===== config.mk =====
export PLATFORM = sky130hd
export DESIGN_NAME = mem_access_ctrl
export DESIGN_NICKNAME = d
export VERILOG_FILES = /design/src/rtl/mem_access_ctrl.sv
export SDC_FILE = /design/constraint.sdc
export NUM_CORES = 1
export LEC_CHECK = 0
export CAP_MARGIN = 20
export CORE_MARGIN = 2
export CORE_UTILIZATION = 38
export CTS_CLUSTER_SIZE = 40
export DETAILED_ROUTE_END_ITERATION = 8
export PLACE_DENSITY = 0.81
export RECOVER_POWER = 50
export SETUP_SLACK_MARGIN = 0.2
export SLEW_MARGIN = 20
export SYNTH_ARGS = -nofsm -noshare
export SYNTH_HDL_FRONTEND = slang
export SYNTH_SLANG_ARGS = --single-unit

===== constraint.sdc =====
create_clock -name CLK -period 1.75 [get_ports CLK]
set_input_delay 0.2625 -clock CLK [delete_from_list [all_inputs] [get_ports CLK]]
set_output_delay 0.2625 -clock CLK [all_outputs]
set_load 0.02 [all_outputs]

===== src/rtl/mem_access_ctrl.sv =====
// MEM-stage data-cache access controller: held request/handshake, pipeline stall, sticky status.
// Define MEM_ACCESS_LLSC_EN to enable the load-linked/store-conditional link register.
module mem_access_ctrl #(
  parameter int unsigned TIMEOUT_CYCLES = 255
) (
  input  logic        CLK,
  input  logic        RST,
  input  logic        valid_in,
  input  logic        memRd_in,
  input  logic        memWr_in,
  input  logic        ll_in,
  input  logic        sc_in,
  input  logic [31:0] addr_in,
  input  logic [31:0] storeData_in,
  input  logic        halt_in,
  input  logic        flush_in,
  input  logic        snoopInv_in,
  input  logic [31:0] snoopAddr_in,
  output logic        dmemREN,
  output logic        dmemWEN,
  output logic [31:0] dmemaddr,
  output logic [31:0] dmemstore,
  input  logic        dhit,
  input  logic [31:0] dmemload,
  output logic [31:0] dmemload_out,
  output logic        mem_done,
  output logic        stall_out,
  output logic        sc_result,
  output logic        halt_out,
  output logic        misalign_err,
  output logic        timeout_err
);

  typedef enum logic {IDLE = 1'b0, ACCESS = 1'b1} state_t;

  localparam logic [7:0] CNT_LAST = 8'(TIMEOUT_CYCLES - 1);

  state_t      state_q;
  logic        is_load_q, is_sc_q;
  logic [31:0] addr_q, data_q, load_q;
  logic [7:0]  cnt_q;
  logic        done_q, sc_res_q, halt_q, misalign_q, timeout_q;

  logic accept, req_load, req_mem, req_sc, aligned, sc_ok, start;

  assign accept   = (state_q == IDLE) && valid_in && !flush_in && !halt_q;
  assign req_load = memRd_in || ll_in;
  assign req_mem  = req_load || memWr_in || sc_in;
  assign req_sc   = sc_in && !req_load;
  assign aligned  = (addr_in[1:0] == 2'b00);
  assign start    = accept && !halt_in && req_mem && aligned && !(req_sc && !sc_ok);

`ifdef MEM_ACCESS_LLSC_EN
  logic        link_valid_q, is_ll_q, snoop_hit, sc_reject;
  logic [31:0] link_addr_q;

  assign snoop_hit = snoopInv_in && (snoopAddr_in == link_addr_q);
  assign sc_ok     = link_valid_q && (addr_in == link_addr_q) && !snoop_hit;
  assign sc_reject = accept && !halt_in && req_mem && aligned && req_sc && !sc_ok;

  always_ff @(posedge CLK) begin
    if (RST) begin
      link_valid_q <= 1'b0;
      link_addr_q  <= 32'h0;
      is_ll_q      <= 1'b0;
    end else begin
      if (start) is_ll_q <= ll_in;
      if (snoop_hit || sc_reject) link_valid_q <= 1'b0;
      // A completing LL re-arms the link; any completing store/SC breaks it.
      if (state_q == ACCESS && dhit) begin
        if (is_ll_q) begin
          link_valid_q <= 1'b1;
          link_addr_q  <= addr_q;
        end else if (!is_load_q) begin
          link_valid_q <= 1'b0;
        end
      end
    end
  end
`else
  logic unused_snoop;
  assign unused_snoop = snoopInv_in ^ (^snoopAddr_in);
  assign sc_ok        = 1'b1;
`endif

  always_ff @(posedge CLK) begin
    if (RST) begin
      state_q    <= IDLE;
      is_load_q  <= 1'b0;
      is_sc_q    <= 1'b0;
      addr_q     <= 32'h0;
      data_q     <= 32'h0;
      load_q     <= 32'h0;
      cnt_q      <= 8'h0;
      done_q     <= 1'b0;
      sc_res_q   <= 1'b0;
      halt_q     <= 1'b0;
      misalign_q <= 1'b0;
      timeout_q  <= 1'b0;
    end else begin
      done_q   <= 1'b0;
      sc_res_q <= 1'b0;
      case (state_q)
        IDLE: begin
          if (accept) begin
            if (halt_in) begin
              halt_q <= 1'b1;
              done_q <= 1'b1;
            end else if (!req_mem) begin
              done_q <= 1'b1;
            end else if (!aligned) begin
              misalign_q <= 1'b1;
              done_q     <= 1'b1;
            end else if (!start) begin
              done_q <= 1'b1;
            end else begin
              addr_q    <= addr_in;
              data_q    <= storeData_in;
              is_load_q <= req_load;
              is_sc_q   <= req_sc;
              cnt_q     <= 8'h0;
              state_q   <= ACCESS;
            end
          end
        end
        ACCESS: begin
          // dhit takes priority over an expiring counter in the same cycle.
          if (dhit) begin
            if (is_load_q) load_q <= dmemload;
            done_q   <= 1'b1;
            sc_res_q <= is_sc_q;
            state_q  <= IDLE;
          end else if (cnt_q == CNT_LAST) begin
            timeout_q <= 1'b1;
            load_q    <= 32'hDEADBEEF;
            done_q    <= 1'b1;
            state_q   <= IDLE;
          end else begin
            cnt_q <= cnt_q + 8'd1;
          end
        end
        default: state_q <= IDLE;
      endcase
    end
  end

  assign dmemREN      = (state_q == ACCESS) && is_load_q;
  assign dmemWEN      = (state_q == ACCESS) && !is_load_q;
  assign dmemaddr     = addr_q;
  assign dmemstore    = data_q;
  assign stall_out    = (state_q == ACCESS) || start;
  assign dmemload_out = load_q;
  assign mem_done     = done_q;
  assign sc_result    = sc_res_q;
  assign halt_out     = halt_q;
  assign misalign_err = misalign_q;
  assign timeout_err  = timeout_q;

endmodule


A small window of the routed layout:
Region (69, 69) to (94, 94) µm. Cells in grey, sequential cells in the stronger grey; small squares are vias.
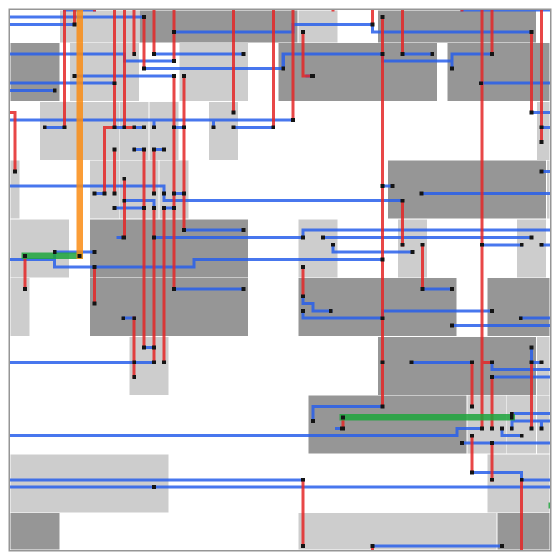
- met4: orange
- met2: red
- met3: green
- met1: blue
- cells with their middle in the window: 31
- sequential cells in the window: 10
- netlist names of flops here include: `dmemaddr` (10)
- most frequent: dfxtp_1 (10), nand2_1 (8), a21oi_1 (5)

Gate-type map:
Drawn at 2 px/µm.
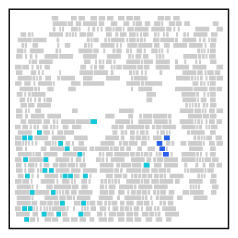
- XOR/XNOR gates: blue (cells 4; most used xor2_1)
- AND-OR and OR-AND gates: cyan (cells 26; most used o21a_1)
Commonest Layout Cell: nand2_1
final std cells w/o fill: 879

Congestion heat map:
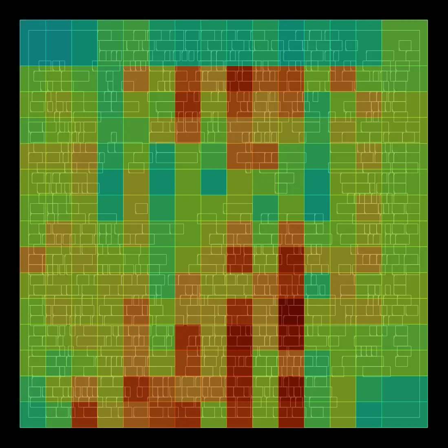
met3 Resource Use GR: 0.0478
Finished Core Util: 0.634
met2 Use GR: 0.357

Sequential cells coloured by netlist name:
Drawn at 4 px/µm. Other sequential cells in the stronger grey, the rest of the logic in the fainter grey.
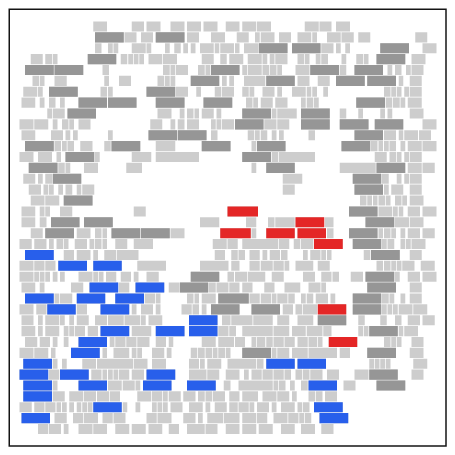
- `dmemload_out`: blue (flops 32)
- `cnt_q`: red (flops 8)
fraction of area in registers: 0.328
sequential power: 2580 µW

The metal 1 layer:
Drawn at 2 px/µm.
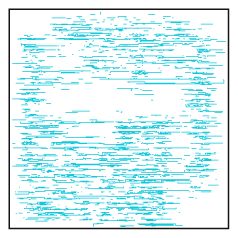
- share of all routed wire: 40%
- main direction: horizontal
- nets with wire on the layer: 724
grt met1 use: 0.219
via count: 4270

==> metrics.cfg <==
[setup_path]
r2r_cells = 8
path_buffers = 2
cp_max_fo = 6
path_class = input port to flip-flop
reg2reg_slack_ns = 0.18
worstReg2RegStart = cnt_q[0]
cp-end-kind = flip-flop
crit_family = buffers and inverters
crit_arrival_ns = 1.91

[clocking]
postCtsHoldBufs = 0
cts_root_buf = clkbuf_8
clock_latency_ns = 0.36
htree_levels = 3
cts_tree = done

[global_routing]
grt_first_pass_wirelength_mm = 18.7
overflow = 0

[logic_synthesis]
synth_area_leader_cell = dfxtp_1
yosys_warnings = 0
synth-edff-count = 0
synthArstFlopShare = 0
syn_area_um2 = 4180
synth_area_per_cell_um2 = 8.29
aoi_share = 0.164
ff_type = dfxtp_1
synth.top_cells.by_count = nand2_1 (140), dfxtp_1 (112), a21oi_1 (78)
yosys_cells = 504

[detailed_routing]
drt-met1-wl_mm = 5.02
routed_wl_mm = 12.6
drt-pass1-iter-count = 4
dr.first_iter.drc_count = 246
wl_met2_mm = 6.50
dr_wl_met3_um = 906
drc = 0

[floorplan]
die_h_um = 109
num_io_pins = 243
dieArea_um2 = 11800

[sta]
setup_violations = 0
setup_slack_ns = 0.121
hold_violations = 0
period_used_share = 0.931
slew_viol_final = 0
worstMarginPinSlew_ns = 0.394
max_freq_ghz = 0.614
maxSlewHeadroom = 0.738
skew_ns = 0.0128

[finish]
nNetsFinal = 875
top_area_cell_class = non-clock buffers
seqCellArea_um2 = 2250
comb_cells = 355
clkbuf_count = 10
fin_area_um2 = 6840
diodes = 0
inv_count = 4
final-clk-cell-share = 0.0298
fillers = 915
design.seq.count = 112
mostFrequentLayoutCells = nand2_1 (139), dfxtp_1 (109), dlygate4sd2_1 (104)
area_growth_pct = 63.8

[placement]
dpl.cell_count = 847
pre_cts_slack_ns = -0.420
place_congestion = 0.872
io_buffers = 209

[job]
drv_cap = 0
tool_warnings = 62

[run_status]
status = finished clean

[power_and_ir_drop]
power_leakage_uw = 0.00299

[hold_path]
hold_depth = 2

## per-stage QoR
stage / hold WS (ns) / util
5_1_grt: 0.319 / 0.634
3_3_place_gp: 0.418 / 0.601
3_5_place_dp: 0.424 / 0.601
6_report: 0.326 / 0.634
2_1_floorplan: 0.398 / -
4_1_cts: 0.302 / 0.617
## report_power, final
| group | switching [µW] | total [µW] | internal [µW] | leakage, µW |
|---|---|---|---|---|
| clock | 874 | 1560 | 686 | 0.0000965 |
| combinational | 176 | 465 | 289 | 0.00199 |
| sequential | 11.5 | 2580 | 2570 | 0.000905 |
| total | 1060 | 4600 | 3540 | 0.00299 |
## what timing repair did
item | 4_1_cts | 5_1_grt
setup endpoints to repair | 200 | 99
pin swaps | 3 | 7
gates resized | 131 | 24
setup buffers | 6 | 5
gates cloned | 1 | 4
No activity file was given, so power comes from the tool's default toggle rates.
